### Sequential cells coloured by netlist name, run 1

Drawn at 3 px/um.
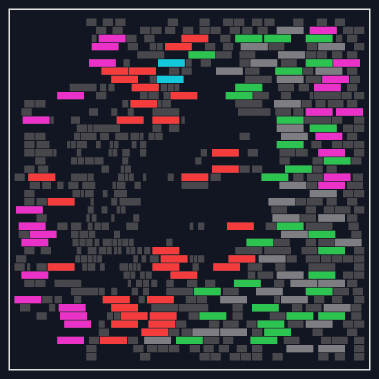
### The metal 3 layer, run 1

Drawn at 4 px/um.
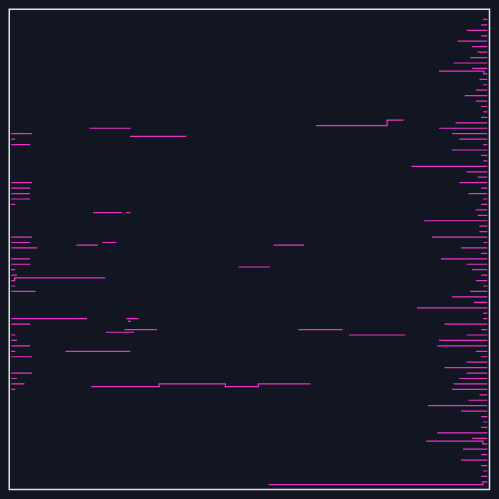
### Drive-strength map, run 1

Drawn at 4 px/um.
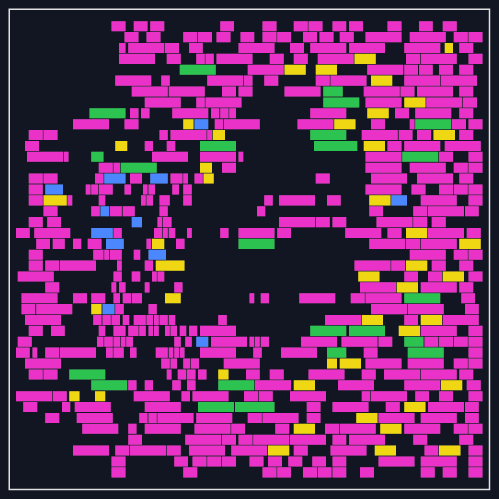
### src/rtl/cpu_pkg.sv
`default_nettype none
// ============================================================================
//  Module      : cpu_pkg
//  Description : Shared types and constants for the fetch/decode stage:
//                ALU and compare op encodings, microcode bit positions,
//                RV32I major opcodes and the fetch FSM state type.
//  Revision    : 1.0 - initial release
// ============================================================================
package cpu_pkg;

  // ALU operation selected by microcode bits [28:25]
  typedef enum logic [3:0] {
    ALU_ADD  = 4'd0,
    ALU_SUB  = 4'd1,
    ALU_SLL  = 4'd2,
    ALU_SLT  = 4'd3,
    ALU_SLTU = 4'd4,
    ALU_XOR  = 4'd5,
    ALU_SRL  = 4'd6,
    ALU_SRA  = 4'd7,
    ALU_OR   = 4'd8,
    ALU_AND  = 4'd9
  } alu_op_e;

  // Branch comparison selected by microcode bits [31:29]
  typedef enum logic [2:0] {
    CMP_NULL = 3'd0,
    CMP_EQ   = 3'd1,
    CMP_NE   = 3'd2,
    CMP_LT   = 3'd3,
    CMP_GE   = 3'd4,
    CMP_LTU  = 3'd5,
    CMP_GEU  = 3'd6,
    CMP_TRUE = 3'd7
  } cmp_ops_e;

  // Fetch FSM states
  typedef enum logic [1:0] {
    ST_FILL  = 2'd0,
    ST_RUN   = 2'd1,
    ST_FLUSH = 2'd2,
    ST_HALT  = 2'd3
  } fetch_state_e;

  // Microcode bit positions
  localparam int unsigned MC_CHK_RS1    = 0;
  localparam int unsigned MC_CHK_RS2    = 1;
  localparam int unsigned MC_REGA_A     = 2;
  localparam int unsigned MC_UP_A       = 3;
  localparam int unsigned MC_JT_A       = 4;
  localparam int unsigned MC_BT_A       = 5;
  localparam int unsigned MC_REGB_B     = 6;
  localparam int unsigned MC_LI_B       = 7;
  localparam int unsigned MC_ST_B       = 8;
  localparam int unsigned MC_PC_B       = 9;
  localparam int unsigned MC_RS2_B      = 10;
  localparam int unsigned MC_MEM_WE     = 11;
  localparam int unsigned MC_ALU_MADDR  = 12;
  localparam int unsigned MC_REGB_MDATA = 13;
  localparam int unsigned MC_JUMP_BR    = 14;
  localparam int unsigned MC_MEM_USE    = 15;
  localparam int unsigned MC_REG_WE     = 16;
  localparam int unsigned MC_UP_RD      = 17;
  localparam int unsigned MC_ALU_RD     = 18;
  localparam int unsigned MC_RET_RD     = 19;
  localparam int unsigned MC_MEM_RD     = 20;
  localparam int unsigned MC_TRUNC_B    = 21;
  localparam int unsigned MC_TRUNC_H    = 22;
  localparam int unsigned MC_SEXT_B     = 23;
  localparam int unsigned MC_SEXT_H     = 24;

  // RV32I major opcodes
  localparam logic [6:0] OPC_LUI    = 7'b0110111;
  localparam logic [6:0] OPC_AUIPC  = 7'b0010111;
  localparam logic [6:0] OPC_JAL    = 7'b1101111;
  localparam logic [6:0] OPC_JALR   = 7'b1100111;
  localparam logic [6:0] OPC_BRANCH = 7'b1100011;
  localparam logic [6:0] OPC_LOAD   = 7'b0000011;
  localparam logic [6:0] OPC_STORE  = 7'b0100011;
  localparam logic [6:0] OPC_OP_IMM = 7'b0010011;
  localparam logic [6:0] OPC_OP     = 7'b0110011;
  localparam logic [6:0] OPC_FENCE  = 7'b0001111;

  // Place the ALU and compare op fields into their microcode positions
  function automatic logic [31:0] pack_ops(input alu_op_e alu, input cmp_ops_e cmp);
    logic [31:0] w;
    w        = '0;
    w[28:25] = alu;
    w[31:29] = cmp;
    return w;
  endfunction

endpackage : cpu_pkg
`default_nettype wire

### src/rtl/microcode_decoder.sv
`default_nettype none
// ============================================================================
//  Module      : microcode_decoder
//  Description : Purely combinational RV32I decoder producing the 32-bit
//                control word, an illegal flag and a no-op flag (FENCE).
//  Revision    : 1.0 - initial release
// ============================================================================
module microcode_decoder
  import cpu_pkg::*;
#(
  parameter bit SUPPRESS_X0_WE = 1'b1
) (
  input  logic [31:0] instr_i,
  output logic [31:0] microcode_o,
  output logic        illegal_o,
  output logic        nop_o
);

  logic [6:0] opcode;
  logic [2:0] funct3;
  logic [6:0] funct7;
  logic [4:0] rd;

  assign opcode = instr_i[6:0];
  assign funct3 = instr_i[14:12];
  assign funct7 = instr_i[31:25];
  assign rd     = instr_i[11:7];

  // Register/immediate fields are carried to s0 separately; decode ignores them
  logic w_unused_fields;
  assign w_unused_fields = ^instr_i[24:15];

  logic [31:0] mc;
  alu_op_e     alu_op;
  cmp_ops_e    cmp_op;
  logic        illegal;
  logic        nop;

  // Decode the opcode into control bits, ALU op and compare op
  always_comb begin
    mc      = '0;
    alu_op  = ALU_ADD;
    cmp_op  = CMP_NULL;
    illegal = 1'b0;
    nop     = 1'b0;
    case (opcode)
      OPC_LUI: begin
        mc[MC_REG_WE] = 1'b1;
        mc[MC_UP_RD]  = 1'b1;
      end
      OPC_AUIPC: begin
        mc[MC_UP_A]   = 1'b1;
        mc[MC_PC_B]   = 1'b1;
        mc[MC_REG_WE] = 1'b1;
        mc[MC_ALU_RD] = 1'b1;
      end
      OPC_JAL: begin
        mc[MC_JT_A]    = 1'b1;
        mc[MC_PC_B]    = 1'b1;
        mc[MC_JUMP_BR] = 1'b1;
        mc[MC_REG_WE]  = 1'b1;
        mc[MC_RET_RD]  = 1'b1;
        cmp_op         = CMP_TRUE;
      end
      OPC_JALR: begin
        mc[MC_CHK_RS1] = 1'b1;
        mc[MC_REGA_A]  = 1'b1;
        mc[MC_LI_B]    = 1'b1;
        mc[MC_JUMP_BR] = 1'b1;
        mc[MC_REG_WE]  = 1'b1;
        mc[MC_RET_RD]  = 1'b1;
        cmp_op         = CMP_TRUE;
      end
      OPC_BRANCH: begin
        mc[MC_CHK_RS1] = 1'b1;
        mc[MC_CHK_RS2] = 1'b1;
        mc[MC_BT_A]    = 1'b1;
        mc[MC_PC_B]    = 1'b1;
        mc[MC_JUMP_BR] = 1'b1;
        case (funct3)
          3'b000:  cmp_op = CMP_EQ;
          3'b001:  cmp_op = CMP_NE;
          3'b100:  cmp_op = CMP_LT;
          3'b101:  cmp_op = CMP_GE;
          3'b110:  cmp_op = CMP_LTU;
          3'b111:  cmp_op = CMP_GEU;
          default: illegal = 1'b1;
        endcase
      end
      OPC_LOAD: begin
        mc[MC_CHK_RS1]   = 1'b1;
        mc[MC_REGA_A]    = 1'b1;
        mc[MC_LI_B]      = 1'b1;
        mc[MC_ALU_MADDR] = 1'b1;
        mc[MC_MEM_USE]   = 1'b1;
        mc[MC_REG_WE]    = 1'b1;
        mc[MC_MEM_RD]    = 1'b1;
        case (funct3)
          3'b000:  mc[MC_SEXT_B]  = 1'b1;
          3'b001:  mc[MC_SEXT_H]  = 1'b1;
          3'b010:  ;
          3'b100:  mc[MC_TRUNC_B] = 1'b1;
          3'b101:  mc[MC_TRUNC_H] = 1'b1;
          default: illegal = 1'b1;
        endcase
      end
      OPC_STORE: begin
        mc[MC_CHK_RS1]    = 1'b1;
        mc[MC_CHK_RS2]    = 1'b1;
        mc[MC_REGA_A]     = 1'b1;
        mc[MC_ST_B]       = 1'b1;
        mc[MC_MEM_WE]     = 1'b1;
        mc[MC_ALU_MADDR]  = 1'b1;
        mc[MC_REGB_MDATA] = 1'b1;
        mc[MC_MEM_USE]    = 1'b1;
        case (funct3)
          3'b000:  mc[MC_TRUNC_B] = 1'b1;
          3'b001:  mc[MC_TRUNC_H] = 1'b1;
          3'b010:  ;
          default: illegal = 1'b1;
        endcase
      end
      OPC_OP_IMM: begin
        mc[MC_CHK_RS1] = 1'b1;
        mc[MC_REGA_A]  = 1'b1;
        mc[MC_REG_WE]  = 1'b1;
        mc[MC_ALU_RD]  = 1'b1;
        // Shifts take the shamt from the rs2 field; everything else the I-immediate
        case (funct3)
          3'b000: begin mc[MC_LI_B] = 1'b1; alu_op = ALU_ADD;  end
          3'b010: begin mc[MC_LI_B] = 1'b1; alu_op = ALU_SLT;  end
          3'b011: begin mc[MC_LI_B] = 1'b1; alu_op = ALU_SLTU; end
          3'b100: begin mc[MC_LI_B] = 1'b1; alu_op = ALU_XOR;  end
          3'b110: begin mc[MC_LI_B] = 1'b1; alu_op = ALU_OR;   end
          3'b111: begin mc[MC_LI_B] = 1'b1; alu_op = ALU_AND;  end
          3'b001: begin
            mc[MC_RS2_B] = 1'b1;
            alu_op       = ALU_SLL;
            if (funct7 != 7'b0000000) illegal = 1'b1;
          end
          default: begin
            mc[MC_RS2_B] = 1'b1;
            if (funct7 == 7'b0000000)      alu_op  = ALU_SRL;
            else if (funct7 == 7'b0100000) alu_op  = ALU_SRA;
            else                           illegal = 1'b1;
          end
        endcase
      end
      OPC_OP: begin
        mc[MC_CHK_RS1] = 1'b1;
        mc[MC_CHK_RS2] = 1'b1;
        mc[MC_REGA_A]  = 1'b1;
        mc[MC_REGB_B]  = 1'b1;
        mc[MC_REG_WE]  = 1'b1;
        mc[MC_ALU_RD]  = 1'b1;
        case (funct3)
          3'b000:  alu_op = funct7[5] ? ALU_SUB : ALU_ADD;
          3'b001:  alu_op = ALU_SLL;
          3'b010:  alu_op = ALU_SLT;
          3'b011:  alu_op = ALU_SLTU;
          3'b100:  alu_op = ALU_XOR;
          3'b101:  alu_op = funct7[5] ? ALU_SRA : ALU_SRL;
          3'b110:  alu_op = ALU_OR;
          default: alu_op = ALU_AND;
        endcase
      end
      OPC_FENCE: nop = 1'b1;
      default:   illegal = 1'b1;
    endcase

    mc = mc | pack_ops(alu_op, cmp_op);

    // Writes to x0 would only create false hazards in the control unit
    if (SUPPRESS_X0_WE && (rd == 5'd0)) mc[MC_REG_WE] = 1'b0;

    if (illegal || nop) mc = '0;
  end

  assign microcode_o = mc;
  assign illegal_o   = illegal;
  assign nop_o       = nop;

endmodule : microcode_decoder
`default_nettype wire

### src/rtl/instruction_fetch_decoder.sv
`default_nettype none
// ============================================================================
//  Module      : instruction_fetch_decoder
//  Description : Drives the instruction address from pc, decodes the word
//                returned by the synchronous ROM into the s0 microcode and
//                instruction data, and inserts bubbles after reset, on
//                redirect, on block_inst and (optionally) halts on illegal.
//  Revision    : 1.0 - initial release
// ============================================================================
module instruction_fetch_decoder
  import cpu_pkg::*;
#(
  parameter bit HALT_ON_ILLEGAL = 1'b1,
  parameter bit SUPPRESS_X0_WE  = 1'b1
) (
  input  logic        clk,
  input  logic        rst,
  input  logic [29:0] pc_i,
  input  logic        redirect_i,
  input  logic        block_inst_i,
  output logic [29:0] imem_addr_o,
  input  logic [31:0] imem_rdata_i,
  output logic [31:0] microcode_s0_o,
  output logic [24:0] instruction_data_s0_o,
  output logic        decode_valid_o,
  output logic        halted_o,
  output logic [29:0] illegal_pc_o
);

  fetch_state_e state_q, state_d;
  logic [29:0]  pc_f1_q;
  logic [31:0]  mc_q, mc_d;
  logic [24:0]  idata_q;
  logic         valid_q, valid_d;
  logic         halted_q, halted_d;
  logic [29:0]  illegal_pc_q, illegal_pc_d;

  logic [31:0]  dec_mc;
  logic         dec_illegal;
  logic         dec_nop;

  // The ROM is addressed straight from pc; its data returns one cycle later
  assign imem_addr_o = pc_i;

  microcode_decoder #(
    .SUPPRESS_X0_WE (SUPPRESS_X0_WE)
  ) u_decoder (
    .instr_i     (imem_rdata_i),
    .microcode_o (dec_mc),
    .illegal_o   (dec_illegal),
    .nop_o       (dec_nop)
  );

  // Next state and s0 contents; priority HALT > redirect > block > illegal > decode
  always_comb begin
    state_d      = state_q;
    mc_d         = '0;
    valid_d      = 1'b0;
    halted_d     = halted_q;
    illegal_pc_d = illegal_pc_q;
    if (state_q == ST_HALT) begin
      state_d = ST_HALT;
    end else if (redirect_i) begin
      // The word arriving now is on the wrong path
      state_d = ST_FLUSH;
    end else if (block_inst_i) begin
      state_d = state_q;
    end else begin
      case (state_q)
        ST_FILL, ST_FLUSH: state_d = ST_RUN;
        ST_RUN: begin
          if (dec_illegal) begin
            if (HALT_ON_ILLEGAL) begin
              state_d      = ST_HALT;
              halted_d     = 1'b1;
              illegal_pc_d = pc_f1_q;
            end
          end else if (!dec_nop) begin
            mc_d    = dec_mc;
            valid_d = 1'b1;
          end
        end
        default: state_d = state_q;
      endcase
    end
  end

  // State, fetch-pc pipeline and s0 output registers
  always_ff @(posedge clk or posedge rst) begin
    if (rst) begin
      state_q      <= ST_FILL;
      pc_f1_q      <= '0;
      mc_q         <= '0;
      idata_q      <= '0;
      valid_q      <= 1'b0;
      halted_q     <= 1'b0;
      illegal_pc_q <= '0;
    end else begin
      state_q      <= state_d;
      pc_f1_q      <= pc_i;
      mc_q         <= mc_d;
      idata_q      <= imem_rdata_i[31:7];
      valid_q      <= valid_d;
      halted_q     <= halted_d;
      illegal_pc_q <= illegal_pc_d;
    end
  end

  assign microcode_s0_o        = mc_q;
  assign instruction_data_s0_o = idata_q;
  assign decode_valid_o        = valid_q;
  assign halted_o              = halted_q;
  assign illegal_pc_o          = illegal_pc_q;

endmodule : instruction_fetch_decoder
`default_nettype wire

### config.mk
export PLATFORM = sky130hd
export DESIGN_NAME = instruction_fetch_decoder
export DESIGN_NICKNAME = d
export VERILOG_FILES = /design/src/rtl/cpu_pkg.sv /design/src/rtl/microcode_decoder.sv /design/src/rtl/instruction_fetch_decoder.sv
export SDC_FILE = /design/constraint.sdc
export NUM_CORES = 1
export LEC_CHECK = 0
export CAP_MARGIN = 20
export CORE_UTILIZATION = 35
export CTS_CLUSTER_DIAMETER = 100
export DETAILED_ROUTE_END_ITERATION = 6
export GPL_TIMING_DRIVEN = 1
export PLACE_DENSITY = 0.67
export SLEW_MARGIN = 25
export SYNTH_ARGS = -nofsm -noshare
export SYNTH_HDL_FRONTEND = slang
export SYNTH_HIERARCHICAL = 1
export SYNTH_SLANG_ARGS = --single-unit
export TNS_END_PERCENT = 100
### constraint.sdc
create_clock -name clk -period 12.2 [get_ports clk]
set_clock_uncertainty 0.15 [all_clocks]
set_input_delay 2.44 -clock clk [delete_from_list [all_inputs] [get_ports clk]]
set_output_delay 2.44 -clock clk [all_outputs]
set_load 0.01 [all_outputs]
==> reports/results.env, run 1 <==
SYN-CELL-AREA_SQ_MM=0.00485
POSTSYNTHCELLCOUNT=355
IO_BUFFER_COUNT=184
POWER.STATIC_LEAKAGE_nW=3.17
XOR_AREA_SHARE_PCT=0.361
CRIT_PATH_MAX_INCR_DELAY_NS=0.58
TOP_LEVEL_PORTS=185
INITIAL_UTILIZATION_PCT=36.3
STATUS='finished, final reports clean'
REGTOREGSTARTPOINT='state_q[1]$_DFFE_PP0P_'
CTS_RESIZED=0
HTREEDEPTH=4
CRITICAL_PATH.N_BUFFERS_INVERTERS=2
DETAILEDPLACE.WORSTSLACK_NS=6.06
SYNTH_NETS=421
YS_SH_MUX_PCT=9.22
PLACE.DETAILED.HPWL_MM=8.23
GRT_OVERFLOW=0
YS_SEQ_ELEMENTS=121
PLACED_INSTANCE_COUNT=667
FINAL_CORE_UTIL_PCT=53.4
TIMING.FMAX_GHz=0.163
NETSWITCHINGFRACTION_PCT=24.2
WIRELENGTH_MM=11.4
INITIALDRTVIOLATIONCOUNT=128
FINAL_CRITICAL_PATH_SETUP_SLACK_NS=6.06
R2R_CELLS=4
YOSYS_AREA_SQ_MM=0.00485
PLACE_AREA_SQ_MM=0.00653
DRC=0
TIMING_WORST_SETUP_PATH_TYPE='primary input to primary output'
TRACK_USAGE_PCT=16.7
SEQUENTIALPOWER_mW=0.485
EDF_COUNT=0
DRT.ANTENNA.VIOLATING_NETS=0
PWR-SHARE-COMB_PCT=21.3
DIE_AREA_SQ_MM=0.0143
CTS-HOLD-FIX-BUFFERS=0
FINALMAXSLEWVIOLATIONS=0
CRIT_PATH_MAX_FANOUT=2
POWER_SWITCHING_mW=0.293
NUMBER_OF_WARNING_MESSAGES_IN_THE_YOSYS_LOG=6
CLOCK_SINK_COUNT=121
TIMING.CRITICAL_PATH.FROM='pc_i[9]'
REG2REG_SLACK_NS=10.10
YS_CELLS=355
TIMING.FINAL.SETUP_VIOLATIONS=0
WORST_HOLD_PATH_TYPE='flip-flop to flip-flop'
CLOCK-ROOT-BUFFER='sky130_fd_sc_hd__clkbuf_16'
CLK_LATENCY_NS=0.40
CAP_VIOLATIONS=0
SHARE_OF_SYNTHESIZED_REGISTERS_CARRYING_AN_ASYNC_SET_OR_RESET_PCT=100
ENDPOINT='imem_addr_o[9]'
SYNTH_COMPOUND_GATE_AREA_SHARE_PCT=5.06
CRIT_CELLS=2
FINAL_HOLD_VIOL_COUNT=0
WHS_PATH_DEPTH=1
CRITPATHTOPFAMILY='buffers and inverters'
Notes on 'Sequential cells coloured by netlist name' above:
`state_q` -> cyan  # placed flops 2
`instruction_data_s0_o` -> magenta  # placed flops 25, where widely spread
`microcode_s0_o` -> red  # placed flops 32
`pc_f1_q` -> green  # placed flops 30
not coloured = 32

Notes on 'The metal 3 layer' above:
longest straight run = 53.4 um
wire length on this layer = 793 um
share of all routed wire = 6.9%

Notes on 'Drive-strength map' above:
_3 and _4 cells -> yellow  # cells 44
_2 cells -> blue  # cells 12
_6 and larger -> green  # cells 23
_0 and _1 cells -> magenta  # cells 443

## run 1: sequential cells by signal, indices dropped and copies added (netlist names)
name                   count
microcode_s0_o            32
illegal_pc_o              30
pc_f1_q                   30
instruction_data_s0_o     25
state_q                    2
decode_valid_o             1
halted_o                   1
## run 1: final cells by class
type	instances	share of cell area (%)
Tap cell	176	3.09
Clock inverter	9	1.32
Multi-Input combinational cell	176	19.6
Timing Repair Buffer	187	26.4
Inverter	8	0.457
Sequential cell	121	42.5
Clock buffer	21	6.60
## run 1: metal layers
| metal | global-route usage [%] | up-vias | routed length, um |
|---|---|---|---|
| li1 | - | 1486 | - |
| met1 | 20.1 | 1567 | 4860 |
| met2 | 27.0 | 144 | 5650 |
| met3 | 6.13 | 10 | 792 |
| met4 | 6.88 | 0 | 127 |
| met5 | 0 | - | 0 |
### Routed metal per tile, run 1

Drawn at 3 px/um. 24 x 24 tiles, from black (low) to pale yellow (high), scaled to the fullest tile. Values are wire area over tile area, all layers added.
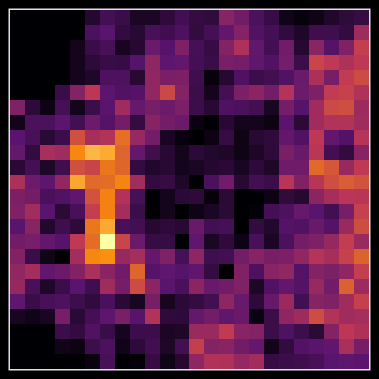

==> run 2, diff against run 1 <==
==> constraint.sdc (replaced) <==
create_clock -name clk -period 5.8 [get_ports clk]
set_clock_uncertainty 0.15 [all_clocks]
set_input_delay 1.16 -clock clk [delete_from_list [all_inputs] [get_ports clk]]
set_output_delay 1.16 -clock clk [all_outputs]
set_load 0.01 [all_outputs]
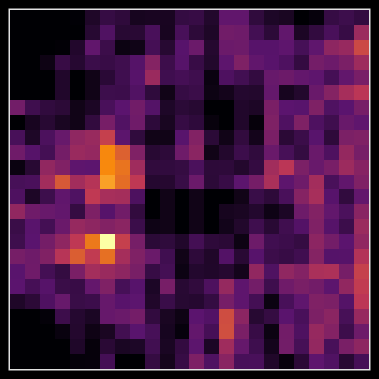
*Routed metal per tile, run 2*
Drawn at 3 px/um. 24 x 24 tiles, from black (low) to pale yellow (high), scaled to the fullest tile. Values are wire area over tile area, all layers added.
tiles over half the peak = 3.8%
emptiest ninth of the die = north-west
nearly empty tiles = 11%

==> run 2 against run 1 <==
Register-to-register slack got worse by 6.4 ns; flip-flop count stayed put; final cell count up 0.14%; synthesized area did not move; final area is 0.56% higher; core utilization grew 0.30 points; highest routed layer unchanged; sequential share of layout area is 0.24 points lower; sequential power up 110%.
==> reports/results.env, run 2 <==
REG2REG_SLACK_NS=3.73
AMOUNT_OF_WIRE_ON_MET2_AFTER_DETAILED_ROUTING_MM=5.48
SYNTHTOPCELLSBYAREA='sky130_fd_sc_hd__dfrtp_1, sky130_fd_sc_hd__mux2_4, sky130_fd_sc_hd__buf_4'
PLACE.DETAILED.HPWL_MM=8.18
COMBAREAFRACTION_PCT=19.5
STATUS='finished, final reports clean'
LAYOUT.NONCLK_BUF_SHARE_PCT=25.9
GLOBAL_ROUTE.USAGE.MET1_PCT=20.3
XOR_AREA_SHARE_PCT=0.361
TIMING.FINAL.SETUP_VIOLATIONS=0
NMULTIINPUTCOMBCELLS=176
LARGEST_REGISTER_FF_COUNT=32
TIMING.CRITICAL_PATH.FROM='imem_rdata_i[5]'
WIRELENGTH_MM=11.2
CLK_LATENCY_NS=0.41
CTS-HOLD-FIX-BUFFERS=0
DRC=0
FINAL_CORE_UTIL_PCT=53.7
SEQUENTIALPOWER_mW=1.03
ROUTE.TOP_LAYER_USED='met4'
R2R_CELLS=4
TOP_LEVEL_PORTS=185
WHS_PATH_DEPTH=1
GR-MAX-USAGE-LAYER='met2'
CLOCKNETWORKAREASHARE_PCT=8.78
ENDPOINT='illegal_pc_o[18]$_DFFE_PP0P_'
REGTOREGSTARTPOINT='state_q[1]$_DFFE_PP0P_'
GRT_OVERFLOW=0
HTREEDEPTH=4
SYNTH_NETS=421
SYN-CELL-AREA_SQ_MM=0.00485
TIMING_WORST_SETUP_PATH_TYPE='primary input to flip-flop'
NON_CLOCK_INVERTER_COUNT=8
WORST_HOLD_PATH_TYPE='flip-flop to flip-flop'
FINALMAXSLEWVIOLATIONS=0
INITIAL_UTILIZATION_PCT=36.3
POWER.STATIC_LEAKAGE_nW=3.20
DIE_H_UM=120
DR_WL_MET3_UM=795
CLOCK-ROOT-BUFFER='sky130_fd_sc_hd__clkbuf_16'
TOP_AREA_CELL_CLASS='flip-flops and latches'
N_CLOCK_BUFFER=20
LAYOUT.SEQUENTIAL_CELLS=121
GRT_USE_MET3_PCT=5.80
CTS_RESIZED=0
CAP_VIOLATIONS=0
DRT.ANTENNA.VIOLATING_NETS=0
NUMBER_OF_WARNING_MESSAGES_IN_THE_YOSYS_LOG=6
YS_SH_MUX_PCT=9.22
PLACE_AREA_SQ_MM=0.00653
EDF_COUNT=0
POWER_SWITCHING_mW=0.608
IO_BUFFER_COUNT=184
SEQ-CELL-SHARE_PCT=42.3
GLOBALROUTEMET2UTIL_PCT=27.0
CRIT_PATH_MAX_INCR_DELAY_NS=0.74
CLOCK_SINK_COUNT=121
YS_CELLS=355
TRACK_USAGE_PCT=16.8
TAP_COUNT=176
CRIT_PATH_MAX_FANOUT=31
NETSWITCHINGFRACTION_PCT=22.9
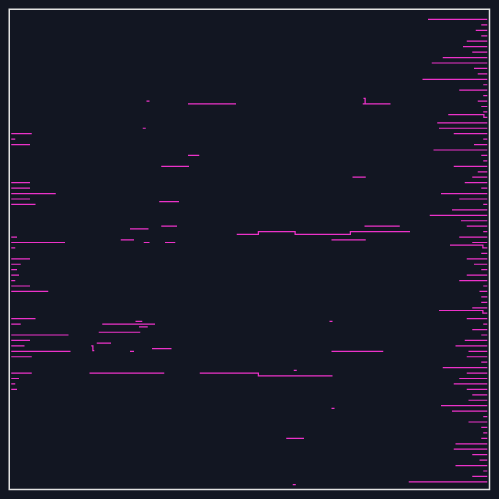
*The metal 3 layer, run 2*
Drawn at 4 px/um.
longest straight run = 19.3 um
share of all routed wire = 7.1%
nets with wire on the layer = 129

## run 2: per-stage QoR
stage / worst slack (ns) / hold WS, ns / cells
5_1_grt: 1.88 / 0.328 / 699
6_report: 2.05 / 0.316 / 699
3_3_place_gp: 1.34 / 0.301 / 667
3_5_place_dp: 1.34 / 0.308 / 667
4_1_cts: 1.76 / 0.323 / 699
2_1_floorplan: 1.28 / 0.305 / 355
## run 2: worst max-delay path, delay by kind of cell
kind / cells / cell delay [ns]
AOI/OAI and AO/OA: 2 / 0.54
buffers and inverters: 2 / 0.80
muxes: 1 / 0.37
and+or+nand+nor: 3 / 1.00
Power and IR drop assume default switching activity.
